===== config.mk =====
export PLATFORM = sky130hd
export DESIGN_NAME = opb_counter_bank_simulink2ppc
export DESIGN_NICKNAME = d
export VERILOG_FILES = /design/src/rtl/opb_ctrbank_pkg.sv /design/src/rtl/event_counter_ch.sv /design/src/rtl/opb_counter_bank_simulink2ppc.sv
export SDC_FILE = /design/constraint.sdc
export NUM_CORES = 1
export LEC_CHECK = 0
export ABC_AREA = 1
export CORE_ASPECT_RATIO = 0.75
export CORE_MARGIN = 2
export CORE_UTILIZATION = 60
export CTS_CLUSTER_DIAMETER = 200
export DETAILED_ROUTE_END_ITERATION = 10
export GPL_TIMING_DRIVEN = 0
export PLACE_DENSITY_LB_ADDON = 0.12
export RECOVER_POWER = 100
export REMOVE_ABC_BUFFERS = 1
export SLEW_MARGIN = 0
export SYNTH_ARGS = -nofsm -noshare
export SYNTH_HDL_FRONTEND = slang
export SYNTH_SLANG_ARGS = --single-unit

===== constraint.sdc =====
create_clock -name OPB_Clk -period 5.4 [get_ports OPB_Clk]
set_input_delay 1.08 -clock OPB_Clk [delete_from_list [all_inputs] [get_ports OPB_Clk]]
set_output_delay 1.08 -clock OPB_Clk [all_outputs]
set_load 0.01 [all_outputs]

===== src/rtl/opb_ctrbank_pkg.sv =====
// Shared constants and types for the OPB counter bank: register map,
// CTRL bit positions and the acknowledge state machine encoding.
package opb_ctrbank_pkg;

  localparam logic [7:0] VERSION   = 8'h01;

  localparam int         OFF_CTRL  = 'h00;
  localparam int         OFF_OVF   = 'h04;
  localparam int         OFF_SNAP0 = 'h08;

  // Bit positions use OPB numbering, where bit 31 is the LSB.
  localparam int         SNAP_BIT  = 31;
  localparam int         CLR_BIT   = 30;

  localparam int         MAX_CH    = 62;

  typedef enum logic [1:0] {
    ST_IDLE = 2'd0,
    ST_ACK  = 2'd1,
    ST_GAP  = 2'd2
  } ack_state_e;

  function automatic logic [31:0] ctrl_word(input int num_ch, input int ctr_width);
    return {VERSION, 8'(num_ch), 8'(ctr_width), 8'h00};
  endfunction

endpackage


===== src/rtl/event_counter_ch.sv =====
// One event counter with a sticky overflow flag and a shadow register that
// captures the live count on a snapshot strobe.
module event_counter_ch #(
  parameter int C_CTR_WIDTH = 32,
  parameter int C_SATURATE  = 1
) (
  input  logic                   clk,
  input  logic                   rst_n,
  input  logic                   i_event,
  input  logic                   i_clr,
  input  logic                   i_snap,
  output logic [C_CTR_WIDTH-1:0] o_shadow,
  output logic                   o_ovf
);

  localparam logic [C_CTR_WIDTH-1:0] CTR_MAX = '1;

  logic [C_CTR_WIDTH-1:0] r_count;
  logic [C_CTR_WIDTH-1:0] r_shadow;
  logic                   r_ovf;

  // NOTE: sequential state uses <= only, so the shadow samples the count as it
  // stood before this edge even though both are updated in the same block.
  always_ff @(posedge clk or negedge rst_n) begin
    if (!rst_n) begin
      r_count  <= '0;
      r_shadow <= '0;
      r_ovf    <= 1'b0;
    end else begin
      if (i_snap) r_shadow <= r_count;

      if (i_clr) begin
        r_count <= '0;
        r_ovf   <= 1'b0;
      end else if (i_event) begin
        if (r_count == CTR_MAX) begin
          r_ovf <= 1'b1;
          if (C_SATURATE == 0) r_count <= '0;
        end else begin
          r_count <= r_count + C_CTR_WIDTH'(1);
        end
      end
    end
  end

  assign o_shadow = r_shadow;
  assign o_ovf    = r_ovf;

endmodule


===== src/rtl/opb_counter_bank_simulink2ppc.sv =====
// OPB slave exposing a bank of event counters: CTRL (snapshot/clear), OVF
// flags and per-channel snapshot words, with a one-cycle ack and a gap cycle.
module opb_counter_bank_simulink2ppc
  import opb_ctrbank_pkg::*;
#(
  parameter logic [31:0] C_BASEADDR   = 32'h01088300,
  parameter logic [31:0] C_HIGHADDR   = 32'h010883FF,
  parameter int          C_OPB_AWIDTH = 32,
  parameter int          C_OPB_DWIDTH = 32,
  parameter int          C_NUM_CH     = 4,
  parameter int          C_CTR_WIDTH  = 32,
  parameter int          C_SATURATE   = 1,
  parameter string       C_FAMILY     = "virtex6"
) (
  input  logic                OPB_Clk,
  input  logic                OPB_Rst_n,
  input  logic [0:31]         OPB_ABus,
  input  logic [0:3]          OPB_BE,
  input  logic [0:31]         OPB_DBus,
  input  logic                OPB_RNW,
  input  logic                OPB_select,
  input  logic                OPB_seqAddr,
  output logic [0:31]         Sl_DBus,
  output logic                Sl_xferAck,
  output logic                Sl_errAck,
  output logic                Sl_retry,
  output logic                Sl_toutSup,
  input  logic [C_NUM_CH-1:0] user_event_in,
  input  logic [C_NUM_CH-1:0] user_clr_in,
  output logic [C_NUM_CH-1:0] ctr_overflow_out
);

  localparam int OVF_BITS = (C_NUM_CH < 32) ? C_NUM_CH : 32;

  logic [31:0] w_offset;
  logic        w_hit;

  assign w_offset = OPB_ABus - C_BASEADDR;
  assign w_hit    = OPB_select && (OPB_ABus >= C_BASEADDR) && (OPB_ABus <= C_HIGHADDR);

  ack_state_e  r_state;
  logic        r_ack;
  logic        r_rnw;
  logic        r_be3;
  logic        r_snap_req;
  logic        r_clr_req;
  logic [29:0] r_word;

  // A hit is accepted in IDLE or GAP but never in ACK, so the cycle after an
  // ack cannot ack again even if the master keeps select high.
  always_ff @(posedge OPB_Clk or negedge OPB_Rst_n) begin
    if (!OPB_Rst_n) begin
      r_state    <= ST_IDLE;
      r_ack      <= 1'b0;
      r_rnw      <= 1'b0;
      r_be3      <= 1'b0;
      r_snap_req <= 1'b0;
      r_clr_req  <= 1'b0;
      r_word     <= '0;
    end else begin
      case (r_state)
        ST_IDLE, ST_GAP: begin
          if (w_hit) begin
            r_state    <= ST_ACK;
            r_ack      <= 1'b1;
            r_rnw      <= OPB_RNW;
            r_be3      <= OPB_BE[3];
            r_snap_req <= OPB_DBus[SNAP_BIT];
            r_clr_req  <= OPB_DBus[CLR_BIT];
            r_word     <= w_offset[31:2];
          end else begin
            r_state <= ST_IDLE;
            r_ack   <= 1'b0;
          end
        end
        ST_ACK: begin
          r_state <= ST_GAP;
          r_ack   <= 1'b0;
        end
        default: begin
          r_state <= ST_IDLE;
          r_ack   <= 1'b0;
        end
      endcase
    end
  end

  logic w_ctrl_wr;
  logic w_snap;
  logic w_clr_all;

  assign w_ctrl_wr = r_ack && !r_rnw && (r_word == 30'(OFF_CTRL / 4)) && r_be3;
  assign w_snap    = w_ctrl_wr && r_snap_req;
  assign w_clr_all = w_ctrl_wr && r_clr_req;

  logic [C_CTR_WIDTH-1:0] w_shadow [C_NUM_CH];
  logic [C_NUM_CH-1:0]    w_ovf;

  for (genvar g = 0; g < C_NUM_CH; g++) begin : g_ch
    event_counter_ch #(
      .C_CTR_WIDTH (C_CTR_WIDTH),
      .C_SATURATE  (C_SATURATE)
    ) u_ch (
      .clk      (OPB_Clk),
      .rst_n    (OPB_Rst_n),
      .i_event  (user_event_in[g]),
      .i_clr    (w_clr_all | user_clr_in[g]),
      .i_snap   (w_snap),
      .o_shadow (w_shadow[g]),
      .o_ovf    (w_ovf[g])
    );
  end

  assign ctr_overflow_out = w_ovf;

  logic [31:0] w_rdata;

  // NOTE: w_rdata gets a default before any branch so no path leaves it
  // unassigned, which would otherwise infer a latch.
  always_comb begin
    w_rdata = '0;
    if (r_word == 30'(OFF_CTRL / 4)) begin
      w_rdata = ctrl_word(C_NUM_CH, C_CTR_WIDTH);
    end else if (r_word == 30'(OFF_OVF / 4)) begin
      w_rdata[OVF_BITS-1:0] = w_ovf[OVF_BITS-1:0];
    end else begin
      for (int k = 0; k < C_NUM_CH; k++) begin
        if (r_word == 30'(OFF_SNAP0 / 4 + k)) w_rdata = 32'(w_shadow[k]);
      end
    end
  end

  assign Sl_DBus    = (r_ack && r_rnw) ? w_rdata : '0;
  assign Sl_xferAck = r_ack;
  assign Sl_errAck  = 1'b0;
  assign Sl_retry   = 1'b0;
  assign Sl_toutSup = 1'b0;

  logic w_unused;
  assign w_unused = ^{w_offset[1:0], OPB_seqAddr, OPB_BE[0:2], OPB_DBus[0:29]};

endmodule


**Floorplan with the power grid**

Pins as bars on the die edge. Tap cells in grey.
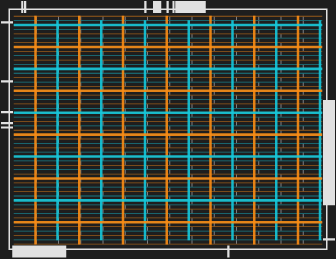
Orange stands for VSS. Cyan stands for VDD.
53 met1 rails follow the rows. 121 signal pins sit on the boundary. 10 straps on met5.
Chip Width: 196 um
peak supply drop: 0.000322 V
core region area: 0.0271 sq mm
die height: 148 um

==> results.toml <==
# generated from flow reports
[synth]
syn_area_sq_mm = 0.0166
aoi_share_pct = 6.38
yosys-stat-cells = 2299
synth.distinct_cells = 37
syn_avg_cell_area_sq_um = 7.22
synth-adder-area-share_pct = 0.377
mux_share_pct = 0
ys.flop_type = "dfrtp_1"
largest_area_cell = "dfrtp_1"
synth.top_cells.by_area = "dfrtp_1 44%, nand2_1 18%, nor2_1 5.4%"
ys_ff = 295
logic_family = "simple AND/OR/NAND/NOR gates"
yosys.area.top_type_share_pct = 44.5
ys_area_sq_mm = 0.0166
ys_sh_xor_pct = 3.96
yosys_warnings = 0
syn_inst = 2299
ys_seq_share_pct = 44.5
simple_gate_share_pct = 36.6
yosysMostFrequentCell = "nand2_1"
edf_count = 0
synthArstFlopShare_pct = 100
common_cells = "781 x nand2_1, 295 x dfrtp_1, 237 x nor2_1"

[critical_path]
rr_worst_depth = 11
critPathSlowestCell = "dlygate4sd3_1"
crit_type = "flip-flop to primary output"
r2r_end = "g_ch[1].u_ch.o_shadow[18]"
r2r_slack_ns = 0.72
worstSetupStartpoint = "r_word[3]"
worstPathMaxFanout = 36
cp_top_family = "simple AND/OR/NAND/NOR gates"
crit_path_max_incr_delay_ns = 0.66
crit_end = "Sl_DBus[26]"
cp_num_cells = 11
timing.rr.start = "r_word[23]"
crit_required_ns = 4.32
cp-end-kind = "primary output"
critPathBufInv = 2
critPathLaunchType = "flip-flop"
arrival_ns = 3.94
cp_cell_sequence = "nor2_2 > nand2_1 > nor2_2 > nand3_4 > nor2_2 > buf_8 > nand2_1 > nand3_1 > nand2_1 > a21oi_1 > dlygate4sd3_1"

[grt]
grt.overflow.total = 0
use_met2_pct = 49.4
grtUsageMet1_pct = 49.9
top_usage_layer = "met1"
grt_pass1_wl_um = 74800
antenna_found_initial = 0
use_met3_pct = 4.56
grt_pass1_vias = 14100
grtUsageTotal_pct = 32.5
grt_max_degree = 120

[detailed_routing]
vias = 15200
ant_nets = 0
vias_per_cell = 5.61
firstDrtPassIters = 6
drc_errors = 0
wl_met1_um = 21400
wl_met2_um = 20100
initialDrtViolationCount = 1721
wl_um = 46400
wl_per_cell_um = 17.2
wl_met3_um = 3970
top_layer = "met4"

[cts]
cts_made_buffers = 31
htreeDepth = 1
cts_max_path_buffers = 3
post-cts-setup-buffers = 0
clockRootBuffer = "clkbuf_16"
cts_tree = "built"
cts.sinks = 295
clk_latency_ns = 0.58
clkTransAtPathRegs_ns = 0.06

[finish]
fill_cells = 2345
register_area_sq_mm = 0.00738
postLayoutCoreUtil_pct = 68.3
n_antenna_cell = 0
final_cell_mix = "787 x nand2_1, 295 x dfrtp_1, 240 x nor2_1"
mi_logic_area_sq_mm = 0.00778
mostFrequentLayoutCell = "nand2_1"
area_growth_pct = 11.4
fin_cells = 2705
drive_above_1_share_pct = 4.84
nets = 2416
post-route-cell-area_sq_mm = 0.0185

[place]
place_congestion = 0.944
pre_cts_ws_ns = 0.776
port_buffers = 81
dpl.cell_count = 2648
dp_hpwl_um = 33200
place_area_sq_mm = 0.0176

[run]
openroad.warnings = 65
max_cap_viol_count = 5

[power_and_ir_drop]
power_frac_comb_pct = 3.6
p_seq_mw = 2.22
p_seq_share_pct = 47.7
power.switching_mw = 1.07
power_mw = 4.65
p_per_area_mw_per_mm2 = 252
p_sw_share_pct = 22.9
clock_power_mw = 2.26
top_power_group = "the clock network"
clkPwrFrac_pct = 48.7
powerComb_uw = 168
p_leak_nw = 8.45
p_int_mw = 3.59

[timing]
finalCritPeriodShare_pct = 93.0
rsz0062_at_grt = "no"
setup_viol = 0
relSlewSlack_pct = -102
fin_crit_ns = 5.02
fin_skew_ns = 0.0107
tightest_slew_ns = 3.03
holdWs_ns = 0.391
setup_ws_ns = 0.379
timing.setup.tns_ns = 0
hold_viol_final = 0
drv_slew = 309
fmax_mhz = 199

[min_path]
hold_path_class = "input pin to async pin"

[die]
num_rows = 52
chipArea_sq_mm = 0.0290
fp_util_pct = 61.3
pin_count = 121

[status]
violations = "max-capacitance violations, max-slew violations"
status = "finished with violations"
**Placed cells, one colour a class**

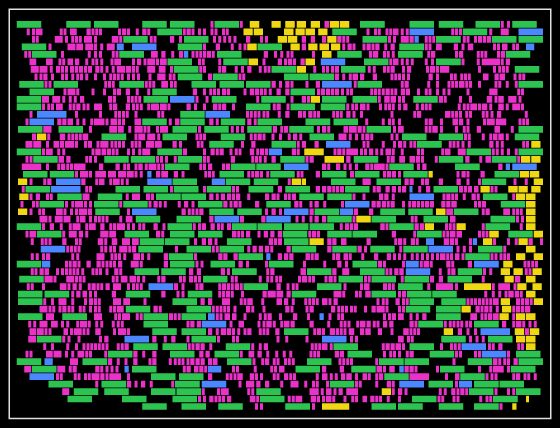
Green stands for registers, cells 295, share of their area 41%. Magenta stands for remaining logic cells, cells 1912, share of their area 48%. Yellow stands for remaining buffers and delay cells, cells 90, share of their area 5.2%. Blue stands for clock drivers and dummy loads, cells 57, share of their area 6.0%.

[what timing repair did]
action                     CTS  global route
gates resized                0             1
setup endpoints to repair    0             6
hold buffers                 0             0
[cells by family (layout without fill, tap and decap cells)]
family                   after synthesis  after routing
AND-OR/OR-AND                        211            211
buffers and inverters                327            380
other                                  1              3
flip-flops                           295            295
adder cells (fa/ha/maj)                5              5
AND/OR/NAND/NOR                     1385           1385
XOR/XNOR                              75             75
[layout make-up]
class,count,share of cell area (%)
Multi-Input combinational cell,1679,42.1
Sequential cell,295,39.9
Timing Repair Buffer,90,5.11
Inverter,233,4.73
Clock buffer,38,4.66
Tap cell,351,2.37
Clock inverter,19,1.16
